Fig. 1: run 1, cell sizes after repair
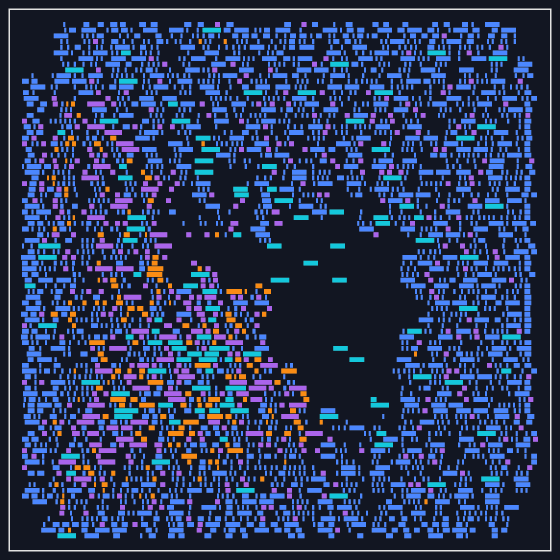
Fig. 2: run 1, M3 wires
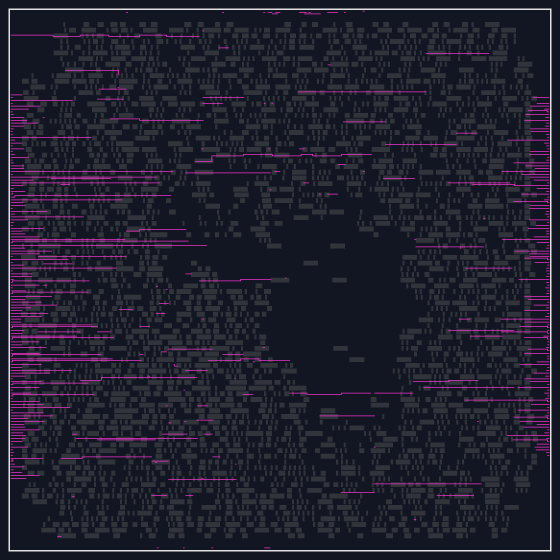
Fig. 3: run 1, selected gate families
The bar under the picture is 100 µm long.
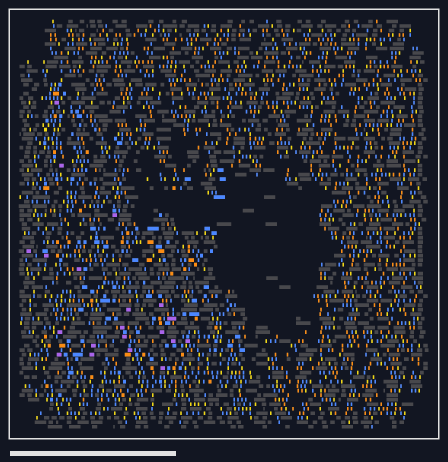
Fig. 4: run 1, track usage over the die
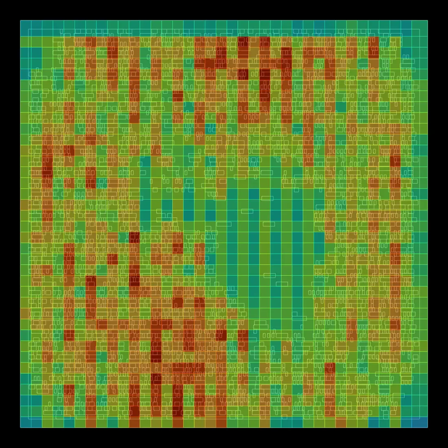
File: config.mk
export PLATFORM = sky130hd
export DESIGN_NAME = dmem_refill
export DESIGN_NICKNAME = d
export VERILOG_FILES = /design/src/rtl/dmem_refill_pkg.sv /design/src/rtl/dmem_line_asm.sv /design/src/rtl/dmem_refill.sv
export SDC_FILE = /design/constraint.sdc
export NUM_CORES = 1
export LEC_CHECK = 0
export ABC_AREA = 1
export CAP_MARGIN = 20
export CELL_PAD_IN_SITES_DETAIL_PLACEMENT = 1
export CELL_PAD_IN_SITES_GLOBAL_PLACEMENT = 1
export CORE_MARGIN = 5
export CORE_UTILIZATION = 28
export CTS_CLUSTER_SIZE = 28
export DETAILED_ROUTE_END_ITERATION = 10
export PLACE_DENSITY_LB_ADDON = 0.2
export SYNTH_ARGS = -nofsm -noshare
export SYNTH_HDL_FRONTEND = slang
export SYNTH_HIERARCHICAL = 1
export SYNTH_SLANG_ARGS = --single-unit
File: constraint.sdc
create_clock -name clk -period 1.9 [get_ports clk]
set_input_delay 0.38 -clock clk [delete_from_list [all_inputs] [get_ports clk]]
set_output_delay 0.38 -clock clk [all_outputs]
set_load 0.05 [all_outputs]
File: src/rtl/dmem_refill_pkg.sv
// dmem_refill_pkg: line/bus geometry defaults and FSM encoding shared by the refill engine
package dmem_refill_pkg;
   localparam int DMEM_LINE    = 256;
   localparam int DMEM_BLK_LEN = 59;
   localparam int DMEM_BUS     = 64;
   localparam int DMEM_BEATS   = DMEM_LINE / DMEM_BUS;
   localparam int DMEM_OFF_W   = $clog2(DMEM_LINE / 8);
   typedef enum logic [2:0] {
      S_IDLE = 3'd0,
      S_ADDR = 3'd1,
      S_DATA = 3'd2,
      S_RESP = 3'd3,
      S_HOLD = 3'd4
   } state_e;
endpackage

File: src/rtl/dmem_line_asm.sv
// dmem_line_asm: beat counter and line register assembling ascending bus beats into one cache line
module dmem_line_asm
   import dmem_refill_pkg::*;
#(
   parameter int LINE_W = DMEM_LINE,
   parameter int BUS_W  = DMEM_BUS
) (
   input  logic              clk,
   input  logic              rst_n,
   input  logic              we_i,
   input  logic [BUS_W-1:0]  wdata_i,
   output logic              last_o,
   output logic [LINE_W-1:0] line_o
);
   localparam int BEATS = LINE_W / BUS_W;
   localparam int CNT_W = $clog2(BEATS);
   logic [CNT_W-1:0] cnt_q;
   assign last_o = cnt_q == CNT_W'(BEATS - 1);
   always_ff @(posedge clk) begin
      if (!rst_n) begin
         cnt_q  <= '0;
         line_o <= '0;
      end else if (we_i) begin
         cnt_q <= cnt_q + CNT_W'(1);
         for (int i = 0; i < BEATS; i++)
            if (cnt_q == CNT_W'(i)) line_o[i*BUS_W +: BUS_W] <= wdata_i;
      end
   end
endmodule

File: src/rtl/dmem_refill.sv
// dmem_refill: L1D line refill engine; one burst per fetch, snoop forwarding with stale-refetch
module dmem_refill
   import dmem_refill_pkg::*;
#(
   parameter int LINE_W = DMEM_LINE,
   parameter int BLK_W  = DMEM_BLK_LEN,
   parameter int BUS_W  = DMEM_BUS
) (
   input  logic              clk,
   input  logic              rst_n,
   input  logic [BLK_W-1:0]  b_addr_d,
   input  logic              b_rd_d,
   output logic [LINE_W-1:0] b_rdata_d,
   output logic              b_dv_d,
   output logic [BLK_W-1:0]  b_inv_addr_d,
   output logic              inv,
   output logic [63:0]       m_addr,
   output logic              m_req,
   input  logic              m_gnt,
   input  logic [BUS_W-1:0]  m_rdata,
   input  logic              m_rvalid,
   input  logic [BLK_W-1:0]  snp_addr,
   input  logic              snp_inv
);
   localparam int OFF_W = $clog2(LINE_W / 8);
   state_e           state_q;
   logic [BLK_W-1:0] fa_q;
   logic [BLK_W-1:0] inv_addr_q;
   logic [63:0]      m_addr_q;
   logic             stale_q;
   logic             m_req_q;
   logic             b_dv_q;
   logic             inv_q;
   logic             beat;
   logic             last;
   logic             snp_hit;
   logic             refetch;
   assign beat    = state_q == S_DATA && m_rvalid;
   assign snp_hit = snp_inv && snp_addr == fa_q && (state_q == S_ADDR || state_q == S_DATA);
   // a snoop landing on the final beat still poisons the line just assembled
   assign refetch = stale_q || snp_hit || (b_rd_d && b_addr_d != fa_q);
   dmem_line_asm #(.LINE_W(LINE_W), .BUS_W(BUS_W)) u_asm (
      .clk     (clk),
      .rst_n   (rst_n),
      .we_i    (beat),
      .wdata_i (m_rdata),
      .last_o  (last),
      .line_o  (b_rdata_d)
   );
   always_ff @(posedge clk) begin
      if (!rst_n) begin
         state_q    <= S_IDLE;
         fa_q       <= '0;
         stale_q    <= 1'b0;
         m_req_q    <= 1'b0;
         m_addr_q   <= '0;
         b_dv_q     <= 1'b0;
         inv_q      <= 1'b0;
         inv_addr_q <= '0;
      end else begin
         inv_q      <= snp_inv;
         inv_addr_q <= snp_addr;
         b_dv_q     <= 1'b0;
         stale_q    <= stale_q | snp_hit;
         case (state_q)
            S_IDLE: if (b_rd_d) begin
               fa_q     <= b_addr_d;
               stale_q  <= 1'b0;
               m_req_q  <= 1'b1;
               m_addr_q <= 64'({b_addr_d, {OFF_W{1'b0}}});
               state_q  <= S_ADDR;
            end
            S_ADDR: if (m_req_q && m_gnt) begin
               m_req_q <= 1'b0;
               state_q <= S_DATA;
            end
            S_DATA: if (beat && last) begin
               if (refetch) begin
                  fa_q     <= b_addr_d;
                  stale_q  <= 1'b0;
                  m_req_q  <= 1'b1;
                  m_addr_q <= 64'({b_addr_d, {OFF_W{1'b0}}});
                  state_q  <= S_ADDR;
               end else if (!b_rd_d) begin
                  state_q <= S_IDLE;
               end else begin
                  b_dv_q  <= 1'b1;
                  state_q <= S_RESP;
               end
            end
            S_RESP: state_q <= S_HOLD;
            default: state_q <= S_IDLE;
         endcase
      end
   end
   assign b_dv_d       = b_dv_q;
   assign inv          = inv_q;
   assign b_inv_addr_d = inv_addr_q;
   assign m_req        = m_req_q;
   assign m_addr       = m_addr_q;
endmodule

==> metrics.csv, run 1 <==
metric;value;unit
FF+latch count, synth;383;
Mapped Area;0.01730;mm²
async set or reset register ratio after synthesis;0;%
post-synth cell types;25;
HP Class;in -> reg;
htree depth;2;
first-pass GRT wire length;108800;µm
CP Capture Type;register;
Design Power;31.86;mW
FP Core Util;28.13;%
Worst Setup EP;m_addr[31]$_SDFFE_PN0P_;
total global-route track usage;20.23;%
status;finished with violations;
Setup Skew;0.01945;ns
failing checks;negative setup slack;
CP cell instances;inv_2, nand2_1, nand2_1, nor2_1, nand2_1, nor2_2, nand2_1, nor2_2, nand2_2, a21oi_4, buf_12, nand2_8, buf_12, nand3_1, nand2_1, nor2_1;
RD Place Congestion;0.8243;
number of port buffers;564;
RSZ-0062 raised after global routing;yes;
yosys stat chip area;0.01730;mm²
Remaining DRCs;0;
antenna-violating nets left;0;
simple-gate share of the synthesized area;37.04;%
worst reg2reg endpoint;m_addr[31]$_SDFFE_PN0P_;
initial antenna violation count;12;
power per cell area;1189;mW/mm²
Post-synth EDFFs;0;
Worst path slowest cell;dfxtp_4;
reg2reg setup slack;-0.41;ns
Comb area;0.007764;mm²
FP Rows;91;
Root Buffer;clkbuf_16;
# setup viols final;62;
worst-path fanout max;7;
Max Freq;432.9;MHz
Iteration-0 DRC Markers;680;
Core Region;0.06148;mm²
number of cells in Yosys stat;2753;
Synth logic family;simple AND/OR/NAND/NOR gates;
synth warn;6;
fa+ha+maj area frac;0.2894;%
Worst Slack Setup Final;-0.4101;ns
fin crit share;121.6;%
sequential area share after synthesis;44.33;%
Compound Share, Synth;2.496;%
Commonest flop;dfxtp_1;
Back to the opening pictures, Fig. 1:
- blue: drive 1 or less (cells 2764; share 80%; most used nand2_1)
- purple: drive 3 to 4 (cells 430; share 12%; most used buf_4)
- orange: drive 2 (cells 169; share 4.9%; most used a21oi_2)
- cyan: drive 6 and up (cells 110; share 3.2%; most used clkbuf_16)

Back to the opening pictures, Fig. 2:
- wire length on this layer: 4470 µm
- longest straight run: 93.6 µm
- main direction: horizontal
routed vias: 18690
met3 Use GR: 5.729%
final wirelength: 72000 µm

Back to the opening pictures, Fig. 3:
- purple: XOR/XNOR gates (cells 20; most used xnor2_1)
- blue: NAND gates (cells 1006; most used nand2_1; where spread over the die)
- orange: NOR gates (cells 660; most used nor2_1; where spread over the die)
- yellow: inverters (cells 465; most used inv_1; where spread over the die)
dominant logic cell type in the layout: nand2_1
final non-filler cell total: 4272

Back to the opening pictures, Fig. 4:
grt peak-use layer: met2
met2 Use GR: 36.34%
final core utilization: 43.59%
GR met1 Demand/Resource: 23.06%
routed len/inst: 16.85 µm

run 1: Yosys cell counts (3+ instances only):
master and count:
buf_2 76, xnor2_1 11, buf_6 27, nand3b_1 18, ha_1 4, nand2_1 932
buf_4 9, inv_2 12, xor2_1 9, nor2_1 656, a21oi_1 68, nand4_1 6
clkbuf_1 14, inv_1 453, dfxtp_1 383, nand3_1 47, nor3_1 4, buf_1 3
o21ai_0 15
run 1: cells in the final DEF, fill, tap and decap left out, types with 42 or more instances in the layout:
cell type	n
inv_1	441
dfxtp_1	323
nor2_1	622
clkdlybuf4s50_1	186
a21oi_2	42
dlygate4sd2_1	151
buf_4	357
clkbuf_16	52
dfxtp_4	46
nand2_1	899
run 1: where the power goes:
part	switching [mW]	internal [mW]	total [mW]	leakage [nW]
combinational	7.94	5.21	13.1	11.0
sequential	0.917	9.06	9.98	3.15
clock	3.65	5.09	8.73	0.727
run 1: worst min path at each step:
stage               slack (ns)               startpoint  cells after the start                       to
floorplan                 0.45  state_q[2]$_SDFFE_PN0P_                      1  state_q[2]$_SDFFE_PN0P_
global placement          0.46       m_req$_SDFFE_PN0P_                      2       m_req$_SDFFE_PN0P_
detailed placement        0.46       m_req$_SDFFE_PN0P_                      2       m_req$_SDFFE_PN0P_
CTS                       0.11                    rst_n                      3  m_addr[44]$_SDFFE_PN0P_
global route              0.13                    rst_n                      3  m_addr[44]$_SDFFE_PN0P_
finish                    0.15                    rst_n                      3  m_addr[44]$_SDFFE_PN0P_
run 1: layer usage:
layer  up-vias  track usage, %  part of all wire (%)  routed length (µm)
met4         6           6.920                   3.0                2138
li1       9323               -                     -                   -
met1      8839           23.06                    40               28890
met2       409           36.34                    51               36450
met5         -               0                 0.069                  50
met3       111           5.729                   6.2                4471
run 1: cell type report:
type | instances | share of cell area [%]
flip-flops and latches | 383 | 29.32
multi-input cells | 1782 | 28.97
repair buffers | 760 | 25.91
inverters | 465 | 6.523
clock buffers | 70 | 5.089
well taps | 790 | 3.688
clock inverters | 13 | 0.4155
diodes | 9 | 0.08404
run 1: flip-flops by register name (all words and copies together) (netlist names):
register / flops
u_asm/line_o: 256
b_inv_addr_d: 59
m_addr: 59
state_q: 3
u_asm/cnt_q: 2
b_dv_d: 1
inv: 1
m_req: 1
stale_q: 1
run 1: what timing repair did:
item,CTS,global route
endpoints found under the setup margin,232,146
gates cloned,9,6
resized,288,120
buffers inserted,20,17
pin swaps,10,42
run 1: cell families after synthesis:
family,Yosys count
AND/OR/NAND/NOR,1666
buffers and inverters,594
flip-flops,383
AND-OR/OR-AND,85
XOR/XNOR,20
adder cells (fa/ha/maj),4
other,1
run 1: through the flow:
step / hold WS, ns / util [%] / setup WS [ns]
4_1_cts: 0.1082 / 42.66 / -0.2636
3_5_place_dp: 0.4581 / 39.40 / -0.8380
5_1_grt: 0.1254 / 43.58 / -0.5101
3_3_place_gp: 0.4571 / 39.40 / -0.7420
2_1_floorplan: 0.4456 / - / 0.003076
6_report: 0.1465 / 43.59 / -0.4101
run 1: critical path, delay by kind of cell (launching register included):
family | cells | cell delay, ns
compound gates | 1 | 0.28
simple gates | 12 | 1.17
flops | 1 | 0.39
buf+inv | 3 | 0.37
Fig. 5: run 1, clock distribution
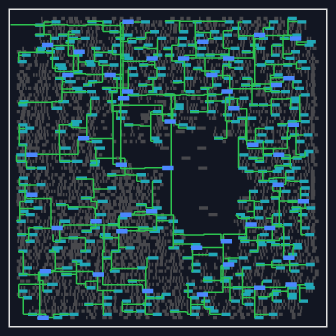

## Run 2: what changed since run 1
- CORE_MARGIN: 5 -> default
- CTS_CLUSTER_DIAMETER: default -> 50
- clock period: 1.9 -> 2.03 ns (I/O delays scaled with it)
Fig. 6: run 2, clock distribution
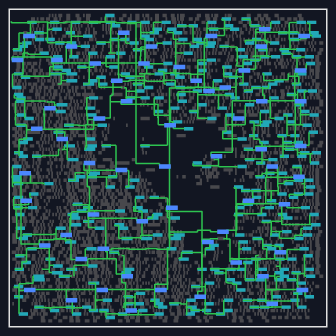
- cyan: flip-flops (count 383)
- blue: cells driving clock nets (count 61)
- green: clock wires (length 6500 µm)
- routed clock nets: 62
clk ins delay skew pair: 0.63 ns
Clk. pwr: 10.5 mW
clock share of power: 32.6%
Setup Skew: 0.03082 ns

==> run 2 against run 1 <==
Net effect:
- the run still ends with negative setup slack left
- first-iteration DRC count fell by 0.15%
- synthesized cell count is the same
- count of clock-buffer cells in the layout increased by 5
- maximum frequency is 0.72% higher
- die area is 6.1% lower
- combinational power fell by 5%
- sequential share of layout area shrank 0.82 points
- clock skew is 0.011 ns higher
- power is 1.2% higher
- global-route usage grew 1.7 points
- via count increased by 0.93%
- final area increased by 2.2%
- critical path type unchanged
==> metrics.csv, run 2 <==
metric;value;unit;change
leading cell types in the layout, fill and taps excluded;nand2_1 (898), nor2_1 (621), inv_1 (445);;was nand2_1 (899), nor2_1 (622), inv_1 (441)
reg2reg setup slack;-0.26;ns;was -0.41 ns
routed vias;18860;;was 18690
fin crit share;113.0;%;was 121.6%
Worst path slowest cell;dfxtp_2;;was dfxtp_4
status;finished with violations;;unchanged
sequential area share after synthesis;44.33;%;unchanged
Worst Slack Setup Final;-0.2636;ns;was -0.4101 ns
top cell type by instance count after synthesis;nand2_1;;unchanged
Net Sw Frac;39.15;%;was 39.23%
routed len/inst;16.64;µm;was 16.85 µm
Max Freq;436.0;MHz;was 432.9 MHz
yosys stat chip area;0.01730;mm²;unchanged
Iteration-0 DRC Markers;679;;was 680
Post-synth EDFFs;0;;unchanged
htree depth;2;;unchanged
FP Rows;90;;was 91
async set or reset register ratio after synthesis;0;%;unchanged
first-pass GRT wire length;108600;µm;was 108800 µm
final core utilization;45.12;%;was 43.59%
WHS;0.1984;ns;was 0.1465 ns
number of flip-flops in the largest register;256;;unchanged
Root Buffer;clkbuf_16;;unchanged
Core Region;0.06070;mm²;was 0.06148 mm²
final non-filler cell total;4273;;was 4272
crit-path leading delay family;simple AND/OR/NAND/NOR gates;;unchanged
initial antenna violation count;12;;unchanged
Commonest flop;dfxtp_1;;unchanged
failing checks;negative setup slack;;unchanged
HP Class;in -> reg;;unchanged
CP cell instances;inv_1, nand2_1, nand4_1, nor2_2, nand3_1, nor2_1, nand2_2, a21oi_4, buf_6, buf_6, nand2_8, buf_12, nand3_2, nand2_1, nor2_1;;was inv_2, nand2_1, nand2_1, nor2_1, nand2_1, nor2_2, nand2_1, nor2_2, nand2_2, a21oi_4, buf_12, nand2_8, buf_12, nand3_1, nand2_1, nor2_1
top cells by count;nand2_1 (932), nor2_1 (656), inv_1 (453);;unchanged
# setup viols final;60;;was 62
RD Place Congestion;0.8544;;was 0.8243
Internal;19.63;mW;was 19.36 mW
power per cell area;1178;mW/mm²;was 1189 mW/mm²
Mapped Area;0.01730;mm²;unchanged
post-synth cell types;25;;unchanged
Seq pwr share;28.8;%;was 31.3%
worst-path fanout max;11;;was 7
FF+latch count, synth;383;;unchanged
[run 2: cell counts after synthesis]
No cell type changed its count.
[run 2: cell families (layout without fill, tap and decap cells)]
| family | count (synthesis) | count (layout) | share of synthesized area (%) |
|---|---|---|---|
| buf+inv | 594 | 1318 | 14.81 |
| flops | 383 | 383 | 44.33 |
| simple gates | 1666 | 1668 | 37.04 |
| other cells | 1 | 13 | 0.02168 |
| fa+ha+maj | 4 | 4 | 0.2894 |
| xor+xnor | 20 | 20 | 1.013 |
| compound gates | 85 | 85 | 2.496 |
[run 2: power by group through the flow]
stage	logic, mW	registers [mW]	clock network [mW]
after floorplan	3.84	11.6	0
after global placement	9.66	9.28	0
after detailed placement	9.99	9.32	0
after CTS	11.7	9.23	10.8
after global routing	13.3	9.38	11.1
final	12.5	9.27	10.5
[run 2: what timing repair did]
item / 4_1_cts / 5_1_grt
cloned: 14 / 3
setup buffers: 17 / 22
pin swaps: 28 / 69
resized: 412 / 133
endpoints found under the setup margin: 332 / 70
[run 2: metrics by stage]
| stage | TNS (ns) | setup WS [ns] | power [mW] |
|---|---|---|---|
| 2_1_floorplan | 0 | 0.07509 | 15.40 |
| 3_3_place_gp | -41.77 | -0.6957 | 18.94 |
| 3_5_place_dp | -47.98 | -0.7876 | 19.30 |
| 4_1_cts | -10.02 | -0.2439 | 31.73 |
| 5_1_grt | -18.54 | -0.4203 | 33.85 |
| 6_report | -10.55 | -0.2636 | 32.25 |
[run 2: layout make-up]
cell class / count / area, µm² / area share (%)
Antenna cell: 8 / 20.02 / 0.07310
Clock buffer: 75 / 1650 / 6.026
Clock inverter: 40 / 406.6 / 1.485
Inverter: 465 / 1750 / 6.392
Multi-Input combinational cell: 1782 / 7785 / 28.43
Sequential cell: 383 / 7806 / 28.51
Tap cell: 782 / 978.4 / 3.573
Timing Repair Buffer: 738 / 6988 / 25.52
[run 2: path summary, 6_finish.rpt]
check | to | depth (start not counted) | start
min reg2reg | m_req$_SDFFE_PN0P_ | 2 | m_req$_SDFFE_PN0P_
min | u_asm/line_o[0]$_SDFFE_PN0P_ | 3 | rst_n
max reg2reg | m_addr[56]$_SDFFE_PN0P_ | 15 | m_addr[20]$_SDFFE_PN0P_
max | m_addr[56]$_SDFFE_PN0P_ | 15 | m_addr[20]$_SDFFE_PN0P_
[run 2: worst reg2reg max path: stages (launching register included)]
cell and delay (ns):
dfxtp_2 0.39, inv_1 0.08, nand2_1 0.06, nand4_1 0.11, nor2_2 0.18, nand3_1 0.14, nor2_1 0.16, nand2_2 0.11
a21oi_4 0.19, buf_6 0.15, buf_6 0.12, nand2_8 0.09, buf_12 0.17, nand3_2 0.06, nand2_1 0.06, nor2_1 0.13
[run 2: per-layer routing]
metal | routed length [µm] | vias to the layer above | track usage, %
li1 | - | 9327 | -
met1 | 28240 | 8945 | 24.19
met2 | 36180 | 460 | 39.37
met3 | 4551 | 121 | 6.297
met4 | 2077 | 8 | 8.519
met5 | 54 | - | 0
Power is estimated from default activity; no workload was simulated.
